Figure 1. Routing congestion (run 1).
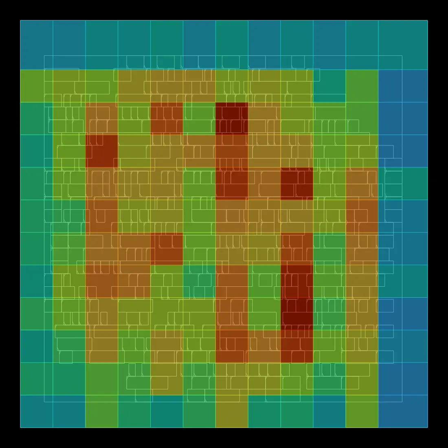
Figure 2. Close-up of the layout (run 1).
Scale bar: 10 µm. Window x 23 to 63, y 6 to 46 µm. Cells in gray, sequential cells in the stronger gray; small squares are vias.
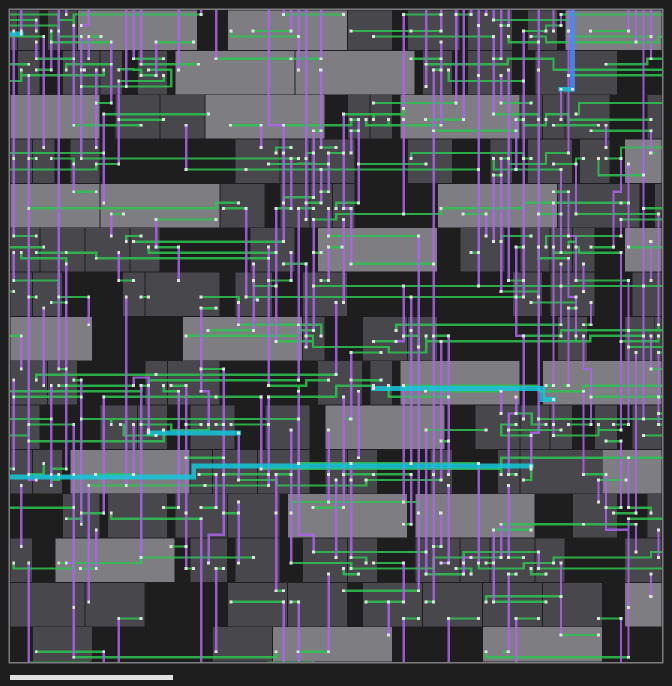
Figure 3. M2 wires (run 1).
Scale bar: 20 µm. Cells faint in the background.
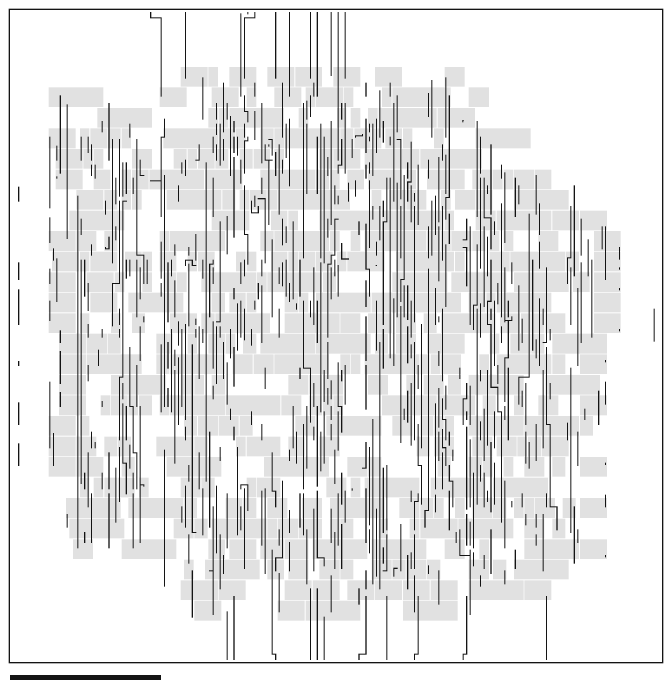
`config.mk`:
```
export PLATFORM = sky130hd
export DESIGN_NAME = nibble_serial_adder_flat
export DESIGN_NICKNAME = d
export VERILOG_FILES = /design/src/rtl/nibble_serial_adder_pkg.sv /design/src/rtl/nibble_serial_adder_if.sv /design/src/rtl/nibble_serial_adder_rca.sv /design/src/rtl/nibble_serial_adder.sv /design/src/flat_wrapper.sv
export SDC_FILE = /design/constraint.sdc
export NUM_CORES = 1
export LEC_CHECK = 0
export CORE_MARGIN = 5
export CORE_UTILIZATION = 50
export CTS_BUF_LIST = sky130_fd_sc_hd__clkbuf_8
export CTS_CLUSTER_SIZE = 30
export DETAILED_ROUTE_END_ITERATION = 10
export GPL_ROUTABILITY_DRIVEN = 0
export PLACE_DENSITY = 0.78
export SETUP_SLACK_MARGIN = 0.1
export SYNTH_ARGS = -nofsm -noshare
export SYNTH_HDL_FRONTEND = slang
export SYNTH_SLANG_ARGS = --single-unit
```
`constraint.sdc`:
```
create_clock -name clk -period 2.65 [get_ports clk]
set_input_delay 0.53 -clock clk [delete_from_list [all_inputs] [get_ports clk]]
set_output_delay 0.53 -clock clk [all_outputs]
set_load 0.02 [all_outputs]
```
`src/rtl/nibble_serial_adder_pkg.sv`:
```
// Shared definitions for the nibble-serial adder: state encoding, slice width
// and the elaboration-time WIDTH legality check.
package nibble_serial_adder_pkg;

    localparam int NIBBLE_W = 4;

    typedef logic [1:0] state_t;

    localparam state_t ST_IDLE = 2'd0;
    localparam state_t ST_RUN  = 2'd1;
    localparam state_t ST_DONE = 2'd2;

    function automatic bit width_legal(input int w);
        return (w % NIBBLE_W == 0) && (w >= 2 * NIBBLE_W);
    endfunction

endpackage

```
`src/rtl/nibble_serial_adder_if.sv`:
```
// Operand/result bundle between the requester and the nibble-serial adder.
interface nibble_serial_adder_if #(
    parameter int WIDTH = 16
);

    logic             start;
    logic [WIDTH-1:0] a;
    logic [WIDTH-1:0] b;
    logic             c_in;
    logic             busy;
    logic             done;
    logic [WIDTH-1:0] sum;
    logic             c_out;
    logic             overflow;

    modport master (
        output start, a, b, c_in,
        input  busy, done, sum, c_out, overflow
    );

    modport slave (
        input  start, a, b, c_in,
        output busy, done, sum, c_out, overflow
    );

endinterface

```
`src/rtl/nibble_serial_adder_rca.sv`:
```
// Purely combinational 4-bit ripple-carry slice shared across all nibbles.
module rca_4_bit
    import nibble_serial_adder_pkg::*;
(
    input  logic [NIBBLE_W-1:0] a,
    input  logic [NIBBLE_W-1:0] b,
    input  logic                c_in,
    output logic [NIBBLE_W-1:0] s,
    output logic                c_out
);

    logic c1, c2, c3;

    assign s[0]  = a[0] ^ b[0] ^ c_in;
    assign c1    = (a[0] & b[0]) | (c_in & (a[0] ^ b[0]));
    assign s[1]  = a[1] ^ b[1] ^ c1;
    assign c2    = (a[1] & b[1]) | (c1 & (a[1] ^ b[1]));
    assign s[2]  = a[2] ^ b[2] ^ c2;
    assign c3    = (a[2] & b[2]) | (c2 & (a[2] ^ b[2]));
    assign s[3]  = a[3] ^ b[3] ^ c3;
    assign c_out = (a[3] & b[3]) | (c3 & (a[3] ^ b[3]));

endmodule

```
`src/rtl/nibble_serial_adder.sv`:
```
// Multi-cycle WIDTH-bit adder: one 4-bit slice, LSB nibble first, carry
// registered between cycles, result published for one done cycle and held.
module nibble_serial_adder
    import nibble_serial_adder_pkg::*;
#(
    parameter int WIDTH = 16
) (
    input logic                 clk,
    input logic                 rst_n,
    nibble_serial_adder_if.slave bus
);

    localparam int NIBBLES = WIDTH / NIBBLE_W;
    localparam int CNT_W   = $clog2(NIBBLES);
    localparam logic [CNT_W-1:0] LAST_CNT = CNT_W'(NIBBLES - 1);

    if (!width_legal(WIDTH)) begin : g_bad_width
        $error("nibble_serial_adder: WIDTH must be a multiple of 4 and >= 8");
    end

    state_t              state;
    logic [CNT_W-1:0]    cnt;
    logic [WIDTH-1:0]    a_sh;
    logic [WIDTH-1:0]    b_sh;
    logic [WIDTH-1:0]    sum_sh;
    logic                carry;
    logic                a_msb;
    logic                b_msb;
    logic [WIDTH-1:0]    sum_q;
    logic                c_out_q;
    logic                ovf_q;

    logic [NIBBLE_W-1:0] s4;
    logic                slice_c;
    logic [WIDTH-1:0]    sum_next;

    rca_4_bit u_slice (
        .a     (a_sh[NIBBLE_W-1:0]),
        .b     (b_sh[NIBBLE_W-1:0]),
        .c_in  (carry),
        .s     (s4),
        .c_out (slice_c)
    );

    // New nibble enters at the top so the LSB nibble ends up at bit 0 after NIBBLES shifts.
    assign sum_next = {s4, sum_sh[WIDTH-1:NIBBLE_W]};

    // NOTE: every register, including the operand shift registers, is cleared by
    // the synchronous reset so a restarted op never sees stale nibbles; all state
    // uses non-blocking assignments so each branch reads pre-edge values.
    always_ff @(posedge clk) begin
        if (!rst_n) begin
            state   <= ST_IDLE;
            cnt     <= '0;
            a_sh    <= '0;
            b_sh    <= '0;
            sum_sh  <= '0;
            carry   <= 1'b0;
            a_msb   <= 1'b0;
            b_msb   <= 1'b0;
            sum_q   <= '0;
            c_out_q <= 1'b0;
            ovf_q   <= 1'b0;
        end else begin
            case (state)
                ST_IDLE, ST_DONE: begin
                    if (bus.start) begin
                        state   <= ST_RUN;
                        a_sh    <= bus.a;
                        b_sh    <= bus.b;
                        carry   <= bus.c_in;
                        cnt     <= '0;
                        a_msb   <= bus.a[WIDTH-1];
                        b_msb   <= bus.b[WIDTH-1];
                        sum_sh  <= '0;
                        sum_q   <= '0;
                        c_out_q <= 1'b0;
                        ovf_q   <= 1'b0;
                    end else begin
                        state <= ST_IDLE;
                    end
                end
                ST_RUN: begin
                    sum_sh <= sum_next;
                    carry  <= slice_c;
                    a_sh   <= a_sh >> NIBBLE_W;
                    b_sh   <= b_sh >> NIBBLE_W;
                    cnt    <= cnt + 1'b1;
                    if (cnt == LAST_CNT) begin
                        state   <= ST_DONE;
                        sum_q   <= sum_next;
                        c_out_q <= slice_c;
                        ovf_q   <= (a_msb == b_msb) && (sum_next[WIDTH-1] != a_msb);
                    end
                end
                default: state <= ST_IDLE;
            endcase
        end
    end

    assign bus.busy     = (state == ST_RUN);
    assign bus.done     = (state == ST_DONE);
    assign bus.sum      = sum_q;
    assign bus.c_out    = c_out_q;
    assign bus.overflow = ovf_q;

endmodule

```
`src/flat_wrapper.sv`:
```
// flat-port wrapper written by rule: the top's interface ports become plain ports
module nibble_serial_adder_flat import nibble_serial_adder_pkg::*;
#(
    parameter int WIDTH = 16
)
  (clk, rst_n, bus_start, bus_a, bus_b, bus_c_in, bus_busy, bus_done, bus_sum, bus_c_out, bus_overflow);
  nibble_serial_adder_if #(.WIDTH(WIDTH)) bus_i ();
  input logic clk;
  input logic rst_n;
  input wire logic [$bits(bus_i.start)-1:0] bus_start;
  input wire logic [$bits(bus_i.a)-1:0] bus_a;
  input wire logic [$bits(bus_i.b)-1:0] bus_b;
  input wire logic [$bits(bus_i.c_in)-1:0] bus_c_in;
  output wire logic [$bits(bus_i.busy)-1:0] bus_busy;
  output wire logic [$bits(bus_i.done)-1:0] bus_done;
  output wire logic [$bits(bus_i.sum)-1:0] bus_sum;
  output wire logic [$bits(bus_i.c_out)-1:0] bus_c_out;
  output wire logic [$bits(bus_i.overflow)-1:0] bus_overflow;
  assign bus_i.start = bus_start;
  assign bus_i.a = bus_a;
  assign bus_i.b = bus_b;
  assign bus_i.c_in = bus_c_in;
  assign bus_busy = bus_i.busy;
  assign bus_done = bus_i.done;
  assign bus_sum = bus_i.sum;
  assign bus_c_out = bus_i.c_out;
  assign bus_overflow = bus_i.overflow;
  nibble_serial_adder #(.WIDTH(WIDTH)) u_core (.clk(clk), .rst_n(rst_n), .bus(bus_i));
endmodule
```
==> reports/results.tsv, run 1 <==
metric	value	unit
met2 Track Usage GR	0.302	
Antenna Violating Nets Remaining	0	
Inverters	9	
die width	86.4	µm
Flop area	1390	µm²
Top non-seq family	simple AND/OR/NAND/NOR gates	
die footprint	7460	µm²
CP Depth	11	
leakage power figure	0.00132	µW
Synth-to-Final Area Change	25.3	%
crit share post-route	0.937	
routed wl met2	3200	µm
TNS Setup	0	ns
non-filler cells, final	471	
DR WL met3	338	µm
yosys stat chip area	2920	µm²
non-clk buf share	0.177	
Post-Route WL	6490	µm
most used cell, CP	fa_2	
dominant register cell	dfxtp_1	
pin count of the biggest net entering global routing	77	
HPWL after detailed placement	4320	µm
ClkCell Share	0.0418	
asr flop ratio synth	0	
Logic pwr share	0.138	
GRT Max-Usage Layer	met2	
Cells after Synth	350	
Buffers, non-clock	68	
Hold Crit Depth	2	
count of library flops with an enable pin	0	
startpoint types	flop	
Post-Place Cell Area	3450	µm²
top cell category	sequential cells	
DR vias	2513	
RSZ-0062 raised after global routing	no	
fin worst setup slack	0.166	ns
placed insts	454	
Unique cell types	25	
worst r2r path cells	11	
simple share	0.212	
Total Nets Final	438	
Power Total	2120	µW
combinational fraction of the cell area	0.368	
XORs/XNORs by Area	0	
Final Skew	0.00556	ns
Pint	1570	µW
outcome	finished clean	
P per Cell Area	579	nW/µm²
CP Buf/Inv Count	4	
met3 usage in global routing	0.0437	
Max Transition Viols Final	0	
post-route cell area	3650	µm²
Rows	27	
top layer in use	met4	
post-layout util	0.655	
NetSw	541	µW
Adder Area Share	0.0318	
CP Launch Point	u_core.b_sh[0]$_SDFFE_PN0P_	
H-tree depth	3	
delay-heaviest family, CP	adder cells	
Post-Synth AOI/OAI Area	0.208	
worst flop-to-flop path endpoint	u_core.bus.overflow$_SDFFE_PN0P_	
cell chain of the critical path	inv_1 > fa_2 > inv_2 > fa_2 > inv_2 > fa_2 > inv_2 > fa_2 > and3b_1 > a211oi_2 > nor3b_2	
Max-cap violations	0	
vias in the first global route	2418	
setup slack, reg-to-reg	0.17	ns
MI comb cells	240	
most frequent cells in the layout	nand2_1, dfxtp_1, clkdlybuf4s50_1	
core area	5570	µm²
About Figure 1:
met1 Use GR: 0.221
Avg WL per Cell: 13.8 µm

About Figure 2:
legend:
  met2:
    color: purple
  met3:
    color: cyan
  met4:
    color: blue
  met1:
    color: green
cells with their middle in the window: 133
most frequent: nand2_1 (23), dfxtp_1 (23), a21boi_0 (20)
netlist names of flops here include: `u_core.sum_sh` (6), `u_core.b_sh` (5), `u_core.bus.sum` (3)
sequential cells in the window: 23

About Figure 3:
share of all routed wire: 49%
longest straight run: 46.6 µm
wire length on this layer: 3,200 µm
main direction: vertical
nets with wire on the layer: 358

==> run 1: synth_stat cells, drive strengths merged (4+ instances only) <==
| library cell | count | area [µm²] |
|---|---|---|
| nor2 | 6 | 22.5 |
| o21a | 5 | 37.5 |
| a21boi | 36 | 270 |
| and3 | 5 | 31.3 |
| nand3 | 34 | 170 |
| clkbuf | 12 | 45.0 |
| dfxtp | 69 | 1380 |
| nand2 | 86 | 323 |
| a31oi | 25 | 156 |
| o21ai | 26 | 130 |
| inv | 9 | 33.8 |
| fa | 4 | 80.1 |
| buf | 20 | 139 |
==> run 1: power by group through the flow <==
stage                     sequential (µW)  clock [µW]  combinational (µW)
after floorplan                      1140           0                 189
after global placement               1150           0                 268
after detailed placement             1150           0                 273
after CTS                            1130         717                 275
after global routing                 1130         768                 329
final                                1130         697                 292
--- run 2 (diff from run 1) ---
--- a/config.mk
+++ b/config.mk
@@ -8,6 +8,7 @@
 export CORE_MARGIN = 5
 export CORE_UTILIZATION = 50
 export CTS_BUF_LIST = sky130_fd_sc_hd__clkbuf_8
+export CTS_CLUSTER_DIAMETER = 60
 export CTS_CLUSTER_SIZE = 30
 export DETAILED_ROUTE_END_ITERATION = 10
 export GPL_ROUTABILITY_DRIVEN = 0
Figure 4. Cells by drive strength (run 2).
Scale bar: 20 µm.
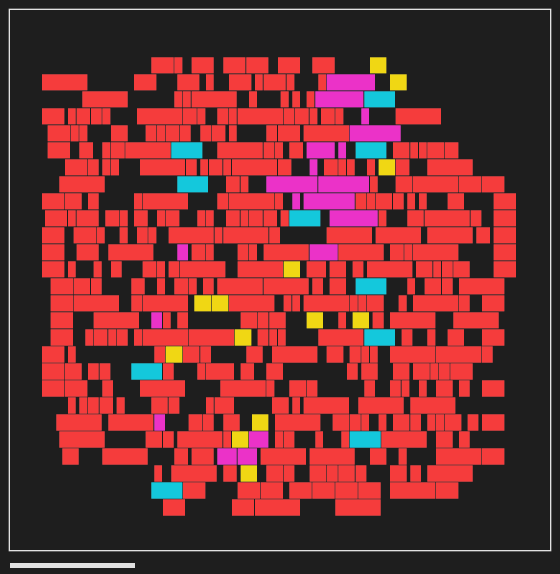
legend:
  drive 2:
    color: magenta
    cells: 19
  drive 1 or less:
    color: red
    cells: 357
  drive 3 to 4:
    color: yellow
    cells: 13
  drive 6 and up:
    color: cyan
    cells: 10

Figure 5. Close-up of the layout (run 2).
Scale bar: 10 µm. Window x 23 to 63, y 6 to 46 µm. Cells in gray, sequential cells in the stronger gray; small squares are vias.
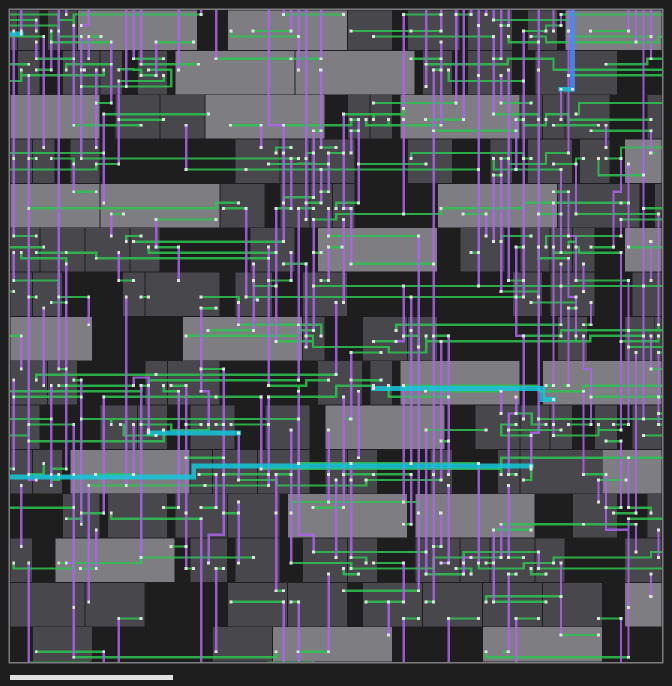
legend:
  met3:
    color: cyan
  met4:
    color: blue
  met2:
    color: purple
  met1:
    color: green
cells with their middle in the window: 133
most frequent: nand2_1 (23), dfxtp_1 (23), a21boi_0 (20)
sequential cells in the window: 23
netlist names of flops here include: `u_core.sum_sh` (6), `u_core.b_sh` (5), `u_core.bus.sum` (3)

==> reports/results.tsv, run 2 <==
metric	value	unit	change
fin worst setup slack	0.166	ns	unchanged
dominant register cell	dfxtp_1		
post-layout util	0.655		unchanged
Power Clock	697	µW	about the same
Hold Crit Depth	2		unchanged
leakage power figure	0.00132	µW	unchanged
setup slack, reg-to-reg	0.17	ns	about the same
P_seq	1130	µW	about the same
Post-Route M1 WL	2920	µm	
slowest cell delay on critical path	0.57	ns	
Max Transition Viols Final	0		unchanged
outcome	finished clean		
Post-Place Cell Area	3450	µm²	unchanged
logic area	1340	µm²	
Rows	27		unchanged
pin count of the biggest net entering global routing	77		unchanged
Logic pwr share	0.138		about the same
DR WL met3	338	µm	unchanged
met1 Use GR	0.221		unchanged
Commonest cells post-synth	nand2_1, dfxtp_1, nand3_1		
drt first pass iters	4		
Flop area	1390	µm²	unchanged
Post-Route WL	6490	µm	unchanged
Final Skew	0.00556	ns	unchanged
Hold Startpoint	u_core.a_sh[14]$_SDFFE_PN0P_		
met3 usage in global routing	0.0437		unchanged
asr flop ratio synth	0		unchanged
met2 Track Usage GR	0.302		unchanged
highest-power group	registers		
HPWL after detailed placement	4320	µm	unchanged
yosys stat chip area	2920	µm²	unchanged
CP Depth	11		unchanged
cell taking the most area after synthesis	dfxtp_1		
Max-cap violations	0		unchanged
vias in the first global route	2418		unchanged
Top cell excl fill/tap	nand2_1		
top cells, area	dfxtp_1, nand2_1, a21boi_0		
GRT Max-Usage Layer	met2		
TNS Setup	0	ns	unchanged
share of the synthesized area in the top cell type	0.474		unchanged
placed insts	454		unchanged
cell chain of the critical path	inv_1 > fa_2 > inv_2 > fa_2 > inv_2 > fa_2 > inv_2 > fa_2 > and3b_1 > a211oi_2 > nor3b_2		
crit share post-route	0.937		unchanged
Avg WL per Cell	13.8	µm	unchanged
Mean Syn Cell Area	8.33	µm²	
count of library flops with an enable pin	0		unchanged
CP Launch Point	u_core.b_sh[0]$_SDFFE_PN0P_		
worst r2r path cells	11		unchanged
DR vias	2513		unchanged
CP Buf/Inv Count	4		unchanged
die footprint	7460	µm²	unchanged
post-route cell area	3650	µm²	unchanged
Pint	1570	µW	unchanged
Synth-to-Final Area Change	25.3	%	unchanged
delay-heaviest family, CP	adder cells		
H-tree depth	3		unchanged
most used cell, CP	fa_2		
Total Nets Final	438		unchanged
NetSw	541	µW	unchanged
Cells after Synth	350		unchanged
Unique cell types	25		unchanged
worst flop-to-flop path endpoint	u_core.bus.overflow$_SDFFE_PN0P_		
core area	5570	µm²	unchanged
Power Total	2120	µW	unchanged
P per Cell Area	579	nW/µm²	unchanged
startpoint types	flop		
die width	86.4	µm	unchanged
routed wl met2	3200	µm	unchanged
RSZ-0062 raised after global routing	no		
Antenna Violating Nets Remaining	0		unchanged
top layer in use	met4		
non-filler cells, final	471		unchanged
most frequent cells in the layout	nand2_1, dfxtp_1, clkdlybuf4s50_1		
combinational power	292	µW	about the same
most frequent cell after synthesis	nand2_1		
==> run 2: cell counts in the layout (fill, tap and decap cells not counted) <==
Identical to the previous run, type by type.
==> run 2: cell families after synthesis <==
family	share of synthesized area
and+or+nand+nor	0.212
AOI/OAI and AO/OA	0.208
DFF	0.474
buffers and inverters	0.0747
adders and majority gates	0.0318
==> run 2: repair_timing <==
action	in CTS	in global routing
gates resized	0	13
setup endpoints to repair	0	1
setup buffers	0	4
==> run 2: cell type report <==
| class | instances | share of cell area |
|---|---|---|
| Timing Repair Buffer | 68 | 0.177 |
| Clock inverter | 3 | 0.00411 |
| Tap cell | 72 | 0.0247 |
| Multi-Input combinational cell | 240 | 0.368 |
| Inverter | 9 | 0.00925 |
| Clock buffer | 10 | 0.0377 |
| Sequential cell | 69 | 0.379 |
Power is estimated from default activity; no workload was simulated.
